Design rv32_mem_arbiter, sky130hd; sources not shown.
congestion.png
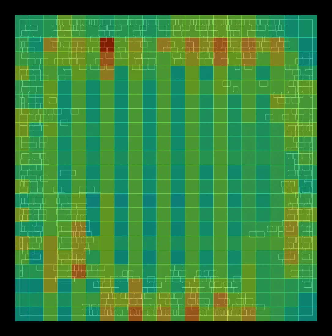
busiest metal layer after global routing: met2
global routing usage on met1: 0.0886
met3 usage in global routing: 0.0193

layer_met2.png
(3 px per µm)
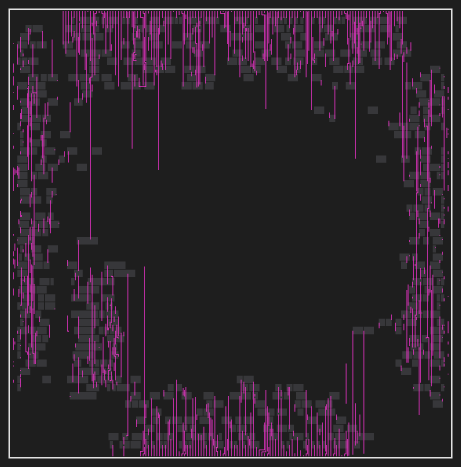
- nets with wire on the layer: 567
- share of all routed wire: 50%
- wire length on this layer: 4540 µm
- longest straight run: 59.2 µm
routed vias: 2550
Detailed Route WL: 9050 µm

==> notes.md <==
Physical implementation

The region available for standard cell placement spans just over 0.02 mm². The first global-routing pass estimated roughly 13000 µm of wire. The detailed-routed wire length on met3 is around 900 µm. The slack of the critical path is roughly 660 ps. By count the netlist is led by sky130_fd_sc_hd__and2_1, sky130_fd_sc_hd__buf_4, sky130_fd_sc_hd__a22o_1. For this run, the total global-route usage over all layers was measured as 0.0726. The highest attainable clock frequency is around 350 MHz.

Entering global routing, the biggest net connects roughly 70 pins. The floorplan has 53 rows. The worst path needs 2840 ps of the cycle, external delays included.

The critical path class is primary input to output pin. The count of plain and timing-repair buffers is about 280. According to the timing report, the arrival time at the worst endpoint equals about 2300 ps. The global route stage reports its total congestion overflow as 0. Per the detail_route log, the uppermost layer with routed signals is met4. The run finished with clean final reports. The cell with the biggest individual delay on the critical path is sky130_fd_sc_hd__clkdlybuf4s50_1. Yosys reports the multiplexer fraction of the synthesized area as 0. The register bit count reported by yosys is 6. The area taken by sequential standard cells is reported as between 100 and 150 µm². The final layout contains 698 nets. The number of buffers and inverters on the critical path is 3. The critical path crosses 5 cells after its start point. By instance count after routing, the leading logic cell types are sky130_fd_sc_hd__clkdlybuf4s50_1, sky130_fd_sc_hd__and2_1, sky130_fd_sc_hd__conb_1. The cell sequence reported for the critical path is dlygate4sd2_1 > nor3b_4 > buf_12 > a22o_1 > clkdlybuf4s50_1. For this run, the detailed router reports a per-instance via density of between 3 and 4. The fraction of power consumed by combinational cells is 0.597. The cell-mix breakdown from Yosys lists the XOR/XNOR area share as 0. The power attributed to the clock group is ~0.00018 W. Per the placement report, the placed cell count is ~830.

The quantity of gates resized following cts is 1. After clock tree synthesis, the flow added hold-fix buffers numbering 0. By area, non-clock buffers come first. The post-synthesis instance area is roughly 0.0021 mm². OpenSTA, run right after detailed placement, puts the worst setup slack at about 350 ps. In the final layout, the share of cells above drive strength 1 is 0.0181. Leaving out fill and tap cells, the most frequent cell in the layout is sky130_fd_sc_hd__clkdlybuf4s50_1.

The final cell utilization of the core is 0.238. Setup repair after global routing left no endpoint under its margin. By area the synthesized netlist is led by sky130_fd_sc_hd__buf_4, sky130_fd_sc_hd__and2_1, sky130_fd_sc_hd__a22o_1. Per the layout area report, the combinational gate area comes to approximately 0.0015 mm².

The post-detailed-route wirelength per cell is ~11 µm. The violation tally recorded at the end of detailed-routing iteration 0 is 25. For this run, the chip area from Yosys synthesis comes to around 0.0021 mm². The proportion of register bits with asynchronous set or reset after synthesis is 0.

The final layout report lists a filler cell count of between 2000 and 2500. The cell taking the most area after synthesis is sky130_fd_sc_hd__buf_4. The worst hold path passes through 2 cells.

The critical path's largest stage delay is between 500 and 600 ps. The synthesized-area fraction occupied by ao, oa, aoi and oai cells is 0.159. Across the VDD grid, the largest voltage drop is ~0.00013 V. The share of the final layout cell area in multi-input gates is 0.313.

The number of sinks handled by clock tree synthesis is 6. Once the clock tree was built, the setup fixing pass inserted 0 buffers. The chip occupies 0.0219 mm².

The number of warnings reported in the yosys synthesis log is 0. The share of total power dissipated in the clock network is 0.286. The kind of end point of the critical path is an output pin. The max capacitance violation total is 0. For this design the static power due to leakage is approximately 1.9 nW. The synthesis-to-layout area growth is 131%. Of the total power, the share spent switching nets is 0.255.

The tightest min-delay check is of the flip-flop to flip-flop type. According to the floorplan report, the die width is about 150 µm. The count of antenna-violating nets left after detailed routing is 0. The relative max-transition margin is 0.651.

The dominant combinational cell family by area after synthesis is buffers and inverters. In the power breakdown, the internal column shows approximately 0.00047 W. Power attributed to combinational cells is 0.000377 W. The number of design rule violations left after detail routing is 0. The clock reaches the later pin of the worst-skew pair after approximately 230 ps.
Power is estimated from default activity; no workload was simulated.
